## config.mk

```make
export PLATFORM = sky130hd
export DESIGN_NAME = scpu_mem_loader_flat
export DESIGN_NICKNAME = d
export VERILOG_FILES = /design/src/rtl/scpu_mem_loader_pkg.sv /design/src/rtl/scpu_mem_loader_if.sv /design/src/rtl/scpu_ser_byte_rx.sv /design/src/rtl/scpu_mem_loader.sv /design/src/flat_wrapper.sv
export SDC_FILE = /design/constraint.sdc
export NUM_CORES = 1
export LEC_CHECK = 0
export CORE_MARGIN = 1.5
export CORE_UTILIZATION = 24
export CTS_BUF_LIST = sky130_fd_sc_hd__clkbuf_4 sky130_fd_sc_hd__clkbuf_8
export DETAILED_ROUTE_END_ITERATION = 16
export GPL_ROUTABILITY_DRIVEN = 0
export SYNTH_ARGS = -nofsm -noshare
export SYNTH_HDL_FRONTEND = slang
export SYNTH_SLANG_ARGS = --single-unit
```

## constraint.sdc

```tcl
create_clock -name clk -period 5.19 [get_ports clk]
set_input_delay 1.038 -clock clk [delete_from_list [all_inputs] [get_ports clk]]
set_output_delay 1.038 -clock clk [all_outputs]
set_load 0.05 [all_outputs]
```

## src/rtl/scpu_mem_loader_pkg.sv

```systemverilog
// Shared definitions for the serial program loader: FSM states and frame header fields.
package scpu_mem_loader_pkg;

    localparam int unsigned ADDR_W_DEF = 9;
    localparam int unsigned DATA_W_DEF = 8;

    // HDR0 carries only the address MSB in bit 0; the remaining bits are reserved and must be 0
    localparam logic [7:0]  HDR0_RSV_MASK      = 8'hFE;
    localparam int unsigned HDR0_ADDR_HI_BIT   = 0;
    localparam bit          LEN_ZERO_MEANS_MAX = 1'b1;

    typedef enum logic [2:0] {
        ST_IDLE,
        ST_HDR0,
        ST_HDR1,
        ST_LEN,
        ST_DATA,
        ST_START,
        ST_DONE,
        ST_ERR
    } state_t;

    function automatic logic is_session(input state_t s);
        return (s == ST_HDR0) || (s == ST_HDR1) || (s == ST_LEN) || (s == ST_DATA);
    endfunction

endpackage

```

## src/rtl/scpu_mem_loader_if.sv

```systemverilog
// Memory write port shared with the CPU: the loader drives it, the address/data mux consumes it.
interface scpu_mem_loader_if #(
    parameter int unsigned ADDR_W = 9,
    parameter int unsigned DATA_W = 8
);
    logic              mem_sel;
    logic [ADDR_W-1:0] m_addr;
    logic              m_we;
    logic [DATA_W-1:0] m_wdata;

    modport master (
        output mem_sel,
        output m_addr,
        output m_we,
        output m_wdata
    );

    modport slave (
        input mem_sel,
        input m_addr,
        input m_we,
        input m_wdata
    );
endinterface

```

## src/rtl/scpu_ser_byte_rx.sv

```systemverilog
// Serial-to-byte assembler, MSB first; byte_valid is combinational on the cycle of the final bit.
module scpu_ser_byte_rx #(
    parameter int unsigned DATA_W = 8
) (
    input  logic              clk,
    input  logic              rst_n,
    input  logic              clr,
    input  logic              en,
    input  logic              sin_valid,
    input  logic              sin_bit,
    output logic              byte_valid,
    output logic [DATA_W-1:0] byte_data
);
    localparam int unsigned CNT_W = $clog2(DATA_W);

    // The oldest bit is shifted out exactly when the byte completes, so only DATA_W-1 bits are kept
    logic [DATA_W-2:0] sr;
    logic [CNT_W-1:0]  bit_cnt;
    logic              shift;

    assign shift      = en && sin_valid;
    assign byte_valid = shift && (bit_cnt == CNT_W'(DATA_W - 1));
    assign byte_data  = {sr, sin_bit};

    always_ff @(posedge clk or negedge rst_n) begin
        if (!rst_n) begin
            sr      <= '0;
            bit_cnt <= '0;
        end else if (clr) begin
            sr      <= '0;
            bit_cnt <= '0;
        end else if (shift) begin
            sr      <= {sr[DATA_W-3:0], sin_bit};
            bit_cnt <= bit_cnt + 1'b1;
        end
    end

endmodule

```

## src/rtl/scpu_mem_loader.sv

```systemverilog
// Serial program loader: parses a 3-byte header, writes the payload into CPU memory, then releases the CPU.
module scpu_mem_loader
    import scpu_mem_loader_pkg::*;
#(
    parameter int unsigned ADDR_W     = ADDR_W_DEF,
    parameter int unsigned DATA_W     = DATA_W_DEF,
    parameter bit          AUTO_START = 1'b1
) (
    input  logic clk,
    input  logic rst_n,
    input  logic load_en,
    input  logic sin_valid,
    input  logic sin_bit,
    output logic busy,
    output logic done,
    output logic err,
    output logic cpu_enable,
    output logic cpu_start,
    scpu_mem_loader_if.master mem
);
    state_t            state_q, state_d;
    logic [ADDR_W-1:0] addr_q, addr_d;
    logic [DATA_W:0]   remain_q, remain_d;
    logic              loaded_q, loaded_d;
    logic              err_q, err_d;
    logic              load_en_q;
    logic              we_q, we_d;
    logic [ADDR_W-1:0] waddr_q, waddr_d;
    logic [DATA_W-1:0] wdata_q, wdata_d;

    logic              in_session;
    logic              rx_clr;
    logic              byte_valid;
    logic [DATA_W-1:0] byte_data;

    assign in_session = is_session(state_q);

    scpu_ser_byte_rx #(.DATA_W(DATA_W)) u_rx (
        .clk        (clk),
        .rst_n      (rst_n),
        .clr        (rx_clr),
        .en         (in_session),
        .sin_valid  (sin_valid),
        .sin_bit    (sin_bit),
        .byte_valid (byte_valid),
        .byte_data  (byte_data)
    );

    always_comb begin
        state_d  = state_q;
        addr_d   = addr_q;
        remain_d = remain_q;
        loaded_d = loaded_q;
        err_d    = err_q;
        we_d     = 1'b0;
        waddr_d  = waddr_q;
        wdata_d  = wdata_q;
        rx_clr   = 1'b0;

        if (in_session && !load_en) begin
            // Abort: a byte completing in this cycle is dropped; an already registered write has finished
            state_d = ST_IDLE;
            err_d   = 1'b1;
            rx_clr  = 1'b1;
        end else begin
            case (state_q)
                ST_IDLE: begin
                    if (load_en && !load_en_q) begin
                        state_d  = ST_HDR0;
                        err_d    = 1'b0;
                        loaded_d = 1'b0;
                        rx_clr   = 1'b1;
                    end
                end
                ST_HDR0: begin
                    if (byte_valid) begin
                        if ((byte_data & DATA_W'(HDR0_RSV_MASK)) != '0) begin
                            state_d = ST_ERR;
                            err_d   = 1'b1;
                        end else begin
                            addr_d           = '0;
                            addr_d[ADDR_W-1] = byte_data[HDR0_ADDR_HI_BIT];
                            state_d          = ST_HDR1;
                        end
                    end
                end
                ST_HDR1: begin
                    if (byte_valid) begin
                        addr_d[ADDR_W-2:0] = byte_data[ADDR_W-2:0];
                        state_d            = ST_LEN;
                    end
                end
                ST_LEN: begin
                    if (byte_valid) begin
                        if (LEN_ZERO_MEANS_MAX && (byte_data == '0))
                            remain_d = {1'b1, {DATA_W{1'b0}}};
                        else
                            remain_d = {1'b0, byte_data};
                        state_d = ST_DATA;
                    end
                end
                ST_DATA: begin
                    // remain_q reaches 0 during the final write cycle, which keeps mem_sel high through it
                    if (remain_q == '0) begin
                        state_d  = ST_START;
                        loaded_d = 1'b1;
                    end else if (byte_valid) begin
                        we_d     = 1'b1;
                        waddr_d  = addr_q;
                        wdata_d  = byte_data;
                        addr_d   = addr_q + 1'b1;
                        remain_d = remain_q - 1'b1;
                    end
                end
                ST_START: state_d = ST_DONE;
                ST_DONE, ST_ERR: begin
                    if (!load_en)
                        state_d = ST_IDLE;
                end
                default: state_d = ST_IDLE;
            endcase
        end
    end

    always_ff @(posedge clk or negedge rst_n) begin
        if (!rst_n) begin
            state_q   <= ST_IDLE;
            addr_q    <= '0;
            remain_q  <= '0;
            loaded_q  <= 1'b0;
            err_q     <= 1'b0;
            load_en_q <= 1'b0;
            we_q      <= 1'b0;
            waddr_q   <= '0;
            wdata_q   <= '0;
        end else begin
            state_q   <= state_d;
            addr_q    <= addr_d;
            remain_q  <= remain_d;
            loaded_q  <= loaded_d;
            err_q     <= err_d;
            load_en_q <= load_en;
            we_q      <= we_d;
            waddr_q   <= waddr_d;
            wdata_q   <= wdata_d;
        end
    end

    assign busy        = in_session;
    assign done        = (state_q == ST_DONE);
    assign err         = err_q;
    assign cpu_enable  = loaded_q && ((state_q == ST_IDLE) || (state_q == ST_START) || (state_q == ST_DONE));
    assign cpu_start   = AUTO_START && (state_q == ST_START);

    assign mem.mem_sel = in_session;
    assign mem.m_we    = we_q;
    assign mem.m_addr  = waddr_q;
    assign mem.m_wdata = wdata_q;

endmodule

```

## src/flat_wrapper.sv

```systemverilog
// flat-port wrapper written by rule: the top's interface ports become plain ports
module scpu_mem_loader_flat import scpu_mem_loader_pkg::*;
#(
    parameter int unsigned ADDR_W     = ADDR_W_DEF,
    parameter int unsigned DATA_W     = DATA_W_DEF,
    parameter bit          AUTO_START = 1'b1
)
  (clk, rst_n, load_en, sin_valid, sin_bit, busy, done, err, cpu_enable, cpu_start, mem_mem_sel, mem_m_addr, mem_m_we, mem_m_wdata);
  scpu_mem_loader_if #(.ADDR_W(ADDR_W), .DATA_W(DATA_W)) mem_i ();
  input  logic clk;
  input  logic rst_n;
  input  logic load_en;
  input  logic sin_valid;
  input  logic sin_bit;
  output logic busy;
  output logic done;
  output logic err;
  output logic cpu_enable;
  output logic cpu_start;
  output wire logic [$bits(mem_i.mem_sel)-1:0] mem_mem_sel;
  output wire logic [$bits(mem_i.m_addr)-1:0] mem_m_addr;
  output wire logic [$bits(mem_i.m_we)-1:0] mem_m_we;
  output wire logic [$bits(mem_i.m_wdata)-1:0] mem_m_wdata;
  assign mem_mem_sel = mem_i.mem_sel;
  assign mem_m_addr = mem_i.m_addr;
  assign mem_m_we = mem_i.m_we;
  assign mem_m_wdata = mem_i.m_wdata;
  scpu_mem_loader #(.ADDR_W(ADDR_W), .DATA_W(DATA_W), .AUTO_START(AUTO_START)) u_core (.clk(clk), .rst_n(rst_n), .load_en(load_en), .sin_valid(sin_valid), .sin_bit(sin_bit), .busy(busy), .done(done), .err(err), .cpu_enable(cpu_enable), .cpu_start(cpu_start), .mem(mem_i));
endmodule
```

==> Changelog: implementation <==
### Metrics

- Starting Density: 0.2489
- Crit. Startpoint: u_core.state_q[0]
- Flops out of synthesis: approximately 52
- Logic pwr share: 0.232
- Final setup TNS: 0 ps
- Mapped cell area: 0.002734 mm^2
- Leading area contributor after synthesis: dfrtp_1
- Pin count of the biggest net entering global routing: 53
- Pint: 0.0006200 W
- Syn Nets: between 200 and 300
- Synth top area share: 0.4760
- Grt total ovfl: 0
- Top cells by area: dfrtp_1 48%, mux2_2 7.8%, o21ai_0 4.8%, a21oi_1 3.3%, nor2_1 3.2%
- Slew headroom: 0.2055
- Avg Cell Area, Syn: about 9.7 um^2
- Reg2reg setup slack: ~2100 ps
- First-pass GRT wire length: between 10000 and 15000 um
- Register share after synthesis: 0.4760
- Status: finished, final reports clean
- CP Max Fanout: 18
- Final Hold Viols: 0
- Max Transition Viols Final: 0
- P_sw: 0.0003178 W
- Setup Crit Path Kind: register to primary output
- Post-synthesis cell count: 281
- DIE HEIGHT: 109.7 um
- Most common library cells after synthesis: 52 x dfrtp_1, 26 x o21ai_0, 23 x nor2_1, 19 x mux2_2, 19 x nand2_1
[cell type report]
class,instances,area (um^2),area share
multi-input cells,200,1311,0.4076
well taps,140,175.2,0.05445
repair buffers,30,290.3,0.09024
clock buffers,8,97.59,0.03034
flip-flops and latches,52,1301,0.4045
inverters,11,41.29,0.01284
[per-layer routing]
| layer | vias to the layer above | GRT usage | share of wire | wire length (um) |
|---|---|---|---|---|
| met5 | - | 0 | 0 | 0 |
| met4 | 0 | 0.03989 | 0.018 | 117 |
| met3 | 10 | 0.02371 | 0.051 | 325 |
| met2 | 62 | 0.1770 | 0.46 | 2949 |
| met1 | 1088 | 0.1620 | 0.47 | 3023 |
| li1 | 1062 | - | - | - |
[registers in the layout, indices dropped and copies added (netlist names)]
| name | flops |
|---|---|
| u_core.mem.m_we | 1 |
| u_core.state_q | 3 |
| u_core.u_rx.sr | 7 |
| u_core.err | 1 |
| u_core.mem.m_addr | 9 |
| u_core.loaded_q | 1 |
| u_core.load_en_q | 1 |
| u_core.u_rx.bit_cnt | 3 |
| u_core.remain_q | 9 |
| u_core.mem.m_wdata | 8 |
| u_core.addr_q | 9 |
[through the flow]
step / hold WS, ps / cells / utilization / cell area (um^2)
detailed placement: 495.3 / 433 / 0.2840 / 3119
floorplan: 472.4 / 281 / - / 2734
global placement: 494.7 / 433 / 0.2840 / 3119
finish: 513.9 / 441 / 0.2929 / 3217
global route: 535.2 / 441 / 0.2929 / 3217
CTS: 520.7 / 441 / 0.2929 / 3217
[logic make-up after synthesis]
group | synth area share
flops | 0.4760
compound gates | 0.1895
buf+inv | 0.04622
xor+xnor | 0.009613
simple gates | 0.1602
mux | 0.1002
fa+ha+maj | 0.01831
[worst max-delay path: stages (launching register included)]
cell and delay (ps):
dfrtp_1 670, nor2_1 230, xnor2_1 440, clkdlybuf4s50_1 900
[worst min-delay path by stage]
| stage | from | end | slack [ps] | cells after the start |
|---|---|---|---|---|
| floorplan | u_core.remain_q[6] | u_core.remain_q[6] | 470 | 1 |
| global placement | u_core.mem.m_addr[6] | u_core.mem.m_addr[6] | 490 | 1 |
| detailed placement | u_core.mem.m_wdata[2] | u_core.mem.m_wdata[2] | 500 | 1 |
| CTS | u_core.mem.m_addr[5] | u_core.mem.m_addr[5] | 520 | 1 |
| global route | u_core.mem.m_addr[8] | u_core.mem.m_addr[8] | 540 | 1 |
| finish | u_core.mem.m_addr[3] | u_core.mem.m_addr[3] | 510 | 1 |
[power groups by stage]
stage | Combinational (W) | Sequential [W] | Clock, W
final | 0.000217 | 0.000465 | 0.000256
after floorplan | 0.000165 | 0.000462 | 0
after CTS | 0.000218 | 0.000465 | 0.000260
after global routing | 0.000237 | 0.000471 | 0.000275
after detailed placement | 0.000218 | 0.000473 | 0
after global placement | 0.000217 | 0.000473 | 0
[layout by cell type, fill, tap and decap left out, types with 7 or more instances in the layout]
cell type / synthesis / layout
nand3_1: 7 / 7
a21oi_1: 18 / 18
nor2_1: 23 / 23
o21ai_0: 26 / 26
a31oi_1: 8 / 8
and3_1: 9 / 9
inv_1: 11 / 11
nand2_1: 19 / 19
dfrtp_1: 52 / 52
clkdlybuf4s50_1: 0 / 27
mux2_2: 19 / 19
**Routed metal per tile**

22 x 22 tiles, from black (low) to pale yellow (high), scaled to the fullest tile. Values are wire area over tile area, all layers added.
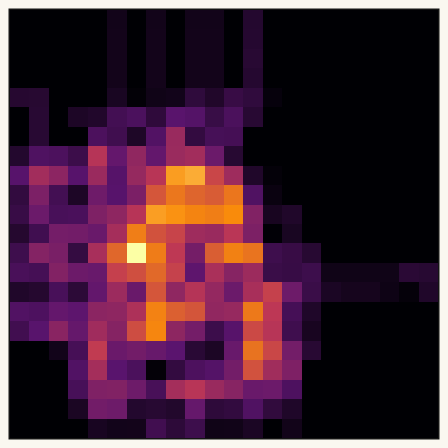
emptiest ninth of the die: upper right
densest ninth of the die: centre
tiles over half the peak: 8.3%
Avg WL per Cell: 14.55 um
GRT Resource Usage Total: 0.1159
Vias: 2222
DRT Wirelength: 6415 um

**Cell outlines without signal wires**

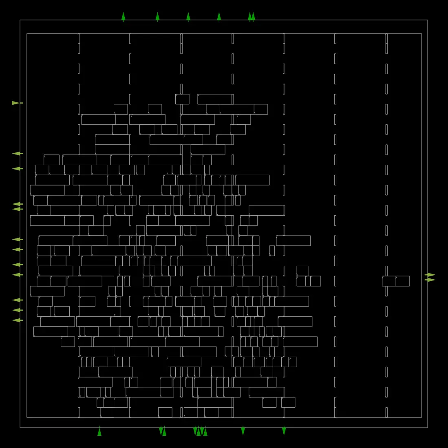
post-route insts no fill: 441
sequential cell area share: 0.4045
CORE AREA: 0.01098 mm^2

**Wires at chosen ports, followed through buffers**

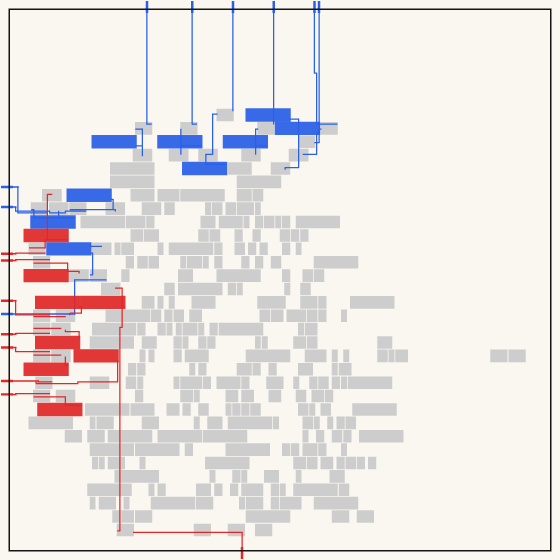
[blue] mem_m_addr | bits: 9 | direction: output | edge: 6 top, 3 left | end cells: 9 | wire: 298 um
[red] mem_m_wdata | bits: 8 | direction: output | edge: 7 left, 1 bottom | end cells: 8 | wire: 227 um
# port buffers: 28
# IOs: 29

**The metal 3 layer**

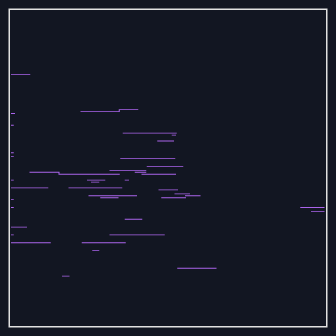
share of all routed wire: 5.1%
nets with wire on the layer: 32
main direction: horizontal

**Sequential cells coloured by netlist name**

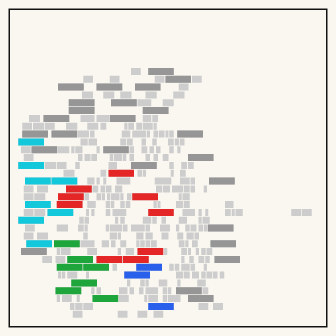
[blue] u_core.u_rx.bit_cnt | placed flops: 3
[red] u_core.remain_q | placed flops: 9
[green] u_core.u_rx.sr | placed flops: 7 | where: lower left
[cyan] u_core.mem.m_wdata | placed flops: 8 | where: middle left

Power and IR drop assume default switching activity.
